**Placement by cell class**

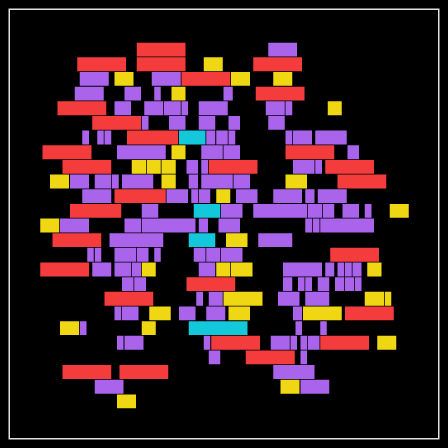
**Floorplan with the power grid**

Scale bar: 20 um. Pins as bars on the die edge.
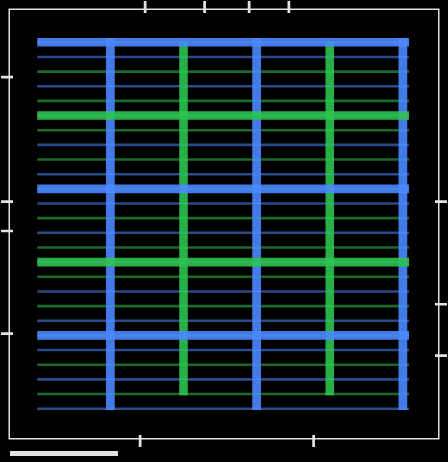
## src/rtl/period_det_pkg.sv

```systemverilog
// ============================================================================
// Module      : period_det_pkg
// Description : Shared state encoding for the rollover period detector.
// Revision    : 1.0
// ============================================================================
`default_nettype none

package period_det_pkg;

  typedef enum logic [1:0] {
    IDLE   = 2'd0,
    FIRST  = 2'd1,
    CHECK  = 2'd2,
    LOCKED = 2'd3
  } state_t;

endpackage

`default_nettype wire

```

## src/rtl/period_det_interval_cnt.sv

```systemverilog
// ============================================================================
// Module      : period_det_interval_cnt
// Description : Counts edges between rollover pulses and reports the interval.
// Revision    : 1.0
// ============================================================================
`default_nettype none

module period_det_interval_cnt #(
  parameter int N = 8
) (
  input  logic         i_clk,
  input  logic         i_reset,
  input  logic         roll_over_i,
  input  logic         hold_i,
  output logic [N-1:0] interval_o,
  output logic         overflow_o,
  output logic         pulse_o
);

  logic [N-1:0] cnt_q;
  logic [N-1:0] cnt_d;

  always_comb begin
    cnt_d = cnt_q + 1'b1;
    if (roll_over_i || hold_i) begin
      cnt_d = '0;
    end
  end

  always_ff @(posedge i_clk or posedge i_reset) begin
    if (i_reset) begin
      cnt_q <= '0;
    end else begin
      cnt_q <= cnt_d;
    end
  end

  // The wrap to zero is intentional: an interval of 2^N reads back as 0.
  assign interval_o = cnt_q + 1'b1;
  assign overflow_o = !roll_over_i && !hold_i && (cnt_q == '1);
  assign pulse_o    = roll_over_i;

endmodule

`default_nettype wire

```

## src/rtl/rollover_period_detector.sv

```systemverilog
// ============================================================================
// Module      : rollover_period_detector
// Description : Recovers modulus k from a rollover strobe, tracks lock/errors.
//               PERIOD_DET_STICKY_ERR_EN makes o_err hold until reset.
// Revision    : 1.0
// ============================================================================
`default_nettype none

module rollover_period_detector #(
  parameter int N = 8
) (
  input  logic         i_clk,
  input  logic         i_reset,
  input  logic         i_roll_over,
  output logic [N-1:0] o_k,
  output logic         o_locked,
  output logic         o_err
);

  import period_det_pkg::*;

  state_t       state_q, state_d;
  logic [N-1:0] cand_q, cand_d;
  logic [N-1:0] k_q, k_d;
  logic         locked_q, locked_d;
  logic         err_q, err_d;
  logic         err_event;

  logic [N-1:0] interval;
  logic         overflow;
  logic         pulse;

  period_det_interval_cnt #(
    .N (N)
  ) u_interval_cnt (
    .i_clk       (i_clk),
    .i_reset     (i_reset),
    .roll_over_i (i_roll_over),
    .hold_i      (state_q == IDLE),
    .interval_o  (interval),
    .overflow_o  (overflow),
    .pulse_o     (pulse)
  );

  always_comb begin
    state_d   = state_q;
    cand_d    = cand_q;
    k_d       = k_q;
    locked_d  = locked_q;
    err_event = 1'b0;
    case (state_q)
      IDLE: begin
        if (pulse) state_d = FIRST;
      end
      FIRST: begin
        if (pulse) begin
          state_d = CHECK;
          cand_d  = interval;
        end else if (overflow) begin
          state_d = IDLE;
        end
      end
      CHECK: begin
        if (pulse) begin
          if (interval == cand_q) begin
            state_d  = LOCKED;
            k_d      = cand_q;
            locked_d = 1'b1;
          end else begin
            cand_d = interval;
          end
        end else if (overflow) begin
          state_d = IDLE;
        end
      end
      LOCKED: begin
        if (pulse) begin
          if (interval != k_q) begin
            state_d   = CHECK;
            cand_d    = interval;
            locked_d  = 1'b0;
            err_event = 1'b1;
          end
        end else if (interval == k_q) begin
          // Expected pulse missing; the counter keeps running so the eventual
          // pulse still measures the true interval.
          state_d   = FIRST;
          locked_d  = 1'b0;
          err_event = 1'b1;
        end
      end
      default: state_d = IDLE;
    endcase
  end

`ifdef PERIOD_DET_STICKY_ERR_EN
  assign err_d = err_q | err_event;
`else
  assign err_d = err_event;
`endif

  always_ff @(posedge i_clk or posedge i_reset) begin
    if (i_reset) begin
      state_q  <= IDLE;
      cand_q   <= '0;
      k_q      <= '0;
      locked_q <= 1'b0;
      err_q    <= 1'b0;
    end else begin
      state_q  <= state_d;
      cand_q   <= cand_d;
      k_q      <= k_d;
      locked_q <= locked_d;
      err_q    <= err_d;
    end
  end

  assign o_k      = k_q;
  assign o_locked = locked_q;
  assign o_err    = err_q;

endmodule

`default_nettype wire

```

## config.mk

```make
export PLATFORM = sky130hd
export DESIGN_NAME = rollover_period_detector
export DESIGN_NICKNAME = d
export VERILOG_FILES = /design/src/rtl/period_det_pkg.sv /design/src/rtl/period_det_interval_cnt.sv /design/src/rtl/rollover_period_detector.sv
export SDC_FILE = /design/constraint.sdc
export NUM_CORES = 1
export LEC_CHECK = 0
export CELL_PAD_IN_SITES_DETAIL_PLACEMENT = 0
export CELL_PAD_IN_SITES_GLOBAL_PLACEMENT = 2
export CORE_MARGIN = 5
export CORE_UTILIZATION = 34
export CTS_CLUSTER_DIAMETER = 40
export DETAILED_ROUTE_END_ITERATION = 12
export GPL_TIMING_DRIVEN = 0
export PLACE_DENSITY = 0.76
export SYNTH_ARGS = -nofsm -noshare
export SYNTH_HDL_FRONTEND = slang
export SYNTH_SLANG_ARGS = --single-unit
```

## constraint.sdc

```tcl
create_clock -name i_clk -period 2.55 [get_ports i_clk]
set_clock_uncertainty 0.15 [all_clocks]
set_input_delay 0.255 -clock i_clk [delete_from_list [all_inputs] [get_ports i_clk]]
set_output_delay 0.255 -clock i_clk [all_outputs]
set_load 0.02 [all_outputs]
```

==> Changelog: implementation <==
### Physical design

- Worst Slack Setup Final: -0.176 ns
- CP Launch Type: flop
- FP Util: 0.349
- Chip Width: 79.4 um
- RSZ-0062 raised after global routing: yes
- DRT Pass-1 Iters: 4
- N_diodes: 0
- Post-Synth Adder-Cell Area: 0.0153
- Buf+Inv Stages, Crit Path: 1
- Outcome: finished, violations left
- I/O pins: 13
- Asr flop ratio synth: 1.00
- Syn Nets: 156
- Drt wl/cell: 16.1 um
- Vias in the first global route: 1234
- Final period utilization: 1.07
- Least-Margin Pin Slew: 1.13 ns
- Hold Crit Class: reg2reg
- Synth Seq Share: 0.427
- Yosys simple share: 0.160
- Max VDD drop: 0.371 mV
- Post-route ant nets: 0
- Synthesized cell area: 1640 um^2
- Most used logic cell in the final layout: dfrtp_1
- Total Wirelength: 3800 um
- Clock latency on the worst-skew pair: 0.28 ns
- Fmax achieved: 367 MHz
- Placed cell area: between 1500 and 2000 um^2
- Synth Instances: 151
- Layout cells sized above 1: 0.324
- All-Layer GR Usage: 0.131
- Minimum clock period after layout: around 2.7 ns
- Drt first-iter violations: between 40 and 50
- Worst Path Arrival: 2.75 ns
- H-tree levels: 1
- XORs/XNORs by Area: 0.0908
- Distinct cells, synth: 43
- Max_slew headroom: 0.248
- Total gr overflow: 0
- Clk sinks: 28
- Setup violators final: 17
- Pleak: around 0.96 nW
- Max-Cap Viols: 0
- Post-DP HPWL: 2440 um
- R2R Setup Slk: -0.18 ns
- Final Hold Fails: 0
- Area Overhead vs Synth: 33.4%
- Log Warnings: 29
- Vias post-DR: 1223
- YS warnings: 0
- Failing checks: setup timing
- Post-synth EDFFs: 0
- Die H: 79.4 um
- Max Root-Sink Buffers: 2
- Crit-path max FO: 6
- Gp weighted congestion: 0.706
- Fin nets: 188
- Yosys chip area: about 1600 um^2
- Worst Path Required: 2.58 ns
Notes on 'placement by cell class' above:
- purple: combinational and other logic (cells 118; share of their area 49%)
- yellow: remaining buffers and delay cells (cells 32; share of their area 15%)
- red: sequential cells (cells 28; share of their area 33%)
- cyan: clock drivers and dummy loads (cells 4; share of their area 3.4%)
core area: 4690 um^2
design area: 2190 um^2
Layout Utilization: 0.466

Notes on 'floorplan with the power grid' above:
- green: VDD
- blue: VSS
- met1 rails: 26
- met5 straps: 5
- rows: 25
- met4 straps: 5
- signal pins: 13

## registers in the layout, summed over array words and instances, names as in the netlist
name	flops
o_err	1
o_locked	1
u_interval_cnt.cnt_q	8
o_k	8
cand_q	8
state_q	2
## area by class of cell
cell class | instances | area (um^2)
multi-input combinational | 107 | 992
clock inverter | 1 | 30.0
inverter | 11 | 41.3
fill | 432 | 2500
tap | 54 | 67.6
sequential | 28 | 704
buffer | 5 | 45.0
timing repair buffer | 27 | 265
clock buffer | 3 | 41.3
## cell usage after synthesis (2+ instances only)
library cell | n | area share
nand2_1 | 6 | 0.014
xnor2_1 | 12 | 0.064
mux2_2 | 8 | 0.055
nor2_1 | 18 | 0.041
and3_1 | 3 | 0.011
inv_1 | 11 | 0.025
o21ai_0 | 5 | 0.015
xor2_1 | 5 | 0.027
a31oi_1 | 2 | 0.0076
buf_2 | 2 | 0.0061
dfrtp_1 | 28 | 0.43
nand2b_1 | 6 | 0.023
a21oi_1 | 4 | 0.012
buf_6 | 2 | 0.014
nand3_1 | 2 | 0.0061
ha_1 | 2 | 0.015
a2111oi_4 | 2 | 0.034
mux2i_1 | 7 | 0.043
a211oi_1 | 2 | 0.0092
## final timing paths
kind / depth (start not counted) / end / startpoint
setup / recovery: 9 / cand_q[1] / u_interval_cnt.cnt_q[1]
hold / removal: 1 / o_locked / o_locked
setup reg to reg: 9 / cand_q[1] / u_interval_cnt.cnt_q[1]
hold reg to reg: 1 / o_locked / o_locked
max in group asynchronous: 2 / u_interval_cnt.cnt_q[6] / i_reset
min in group asynchronous: 2 / cand_q[5] / i_reset
## per-stage QoR
stage | utilization | setup TNS [ns] | hold slack [ns] | setup slack [ns] | std cells
global route | 0.466 | -3.35 | 0.400 | -0.248 | 236
floorplan | - | -0.268 | 0.170 | -0.0378 | 151
detailed placement | 0.398 | -4.45 | 0.350 | -0.352 | 217
finish | 0.466 | -2.02 | 0.376 | -0.176 | 236
global placement | 0.398 | -4.52 | 0.334 | -0.367 | 217
CTS | 0.450 | -1.72 | 0.346 | -0.160 | 229
## worst reg2reg max path, delay by kind of cell (launching register included)
family,cells,cell delay (ns)
AND/OR/NAND/NOR,1,0.49
flip-flops,1,0.44
buffers and inverters,1,0.16
multiplexers,1,0.30
XOR/XNOR,2,0.31
adder cells (fa/ha/maj),1,0.20
AND-OR/OR-AND,3,0.58
## report_power, final
group | internal (W) | leakage [nW] | switching, W
Clock | 0.000210 | 0.0357 | 0.000149
Combinational | 0.000636 | 0.552 | 0.000586
Sequential | 0.000532 | 0.369 | 0.0000700
## per-layer routing
metal | vias to the layer above | global-route usage | part of all wire
li1 | 586 | - | -
met1 | 614 | 0.182 | 0.47
met2 | 18 | 0.216 | 0.49
met3 | 5 | 0.0181 | 0.023
met4 | 0 | 0.0309 | 0.011
met5 | - | 0 | 0
## logic make-up after synthesis
group	after synthesis
adders and majority gates	2
AOI/OAI and AO/OA	26
DFF	28
muxes	16
xor gates and xnor gates	17
buffers and inverters	17
and+or+nand+nor	45
## repair_timing
item	4_1_cts	5_1_grt
pin swaps	7	9
setup buffers	8	7
gates cloned	1	0
gates resized	21	6
setup endpoints to repair	20	19
hold buffers	0	0
Power and IR drop assume default switching activity.
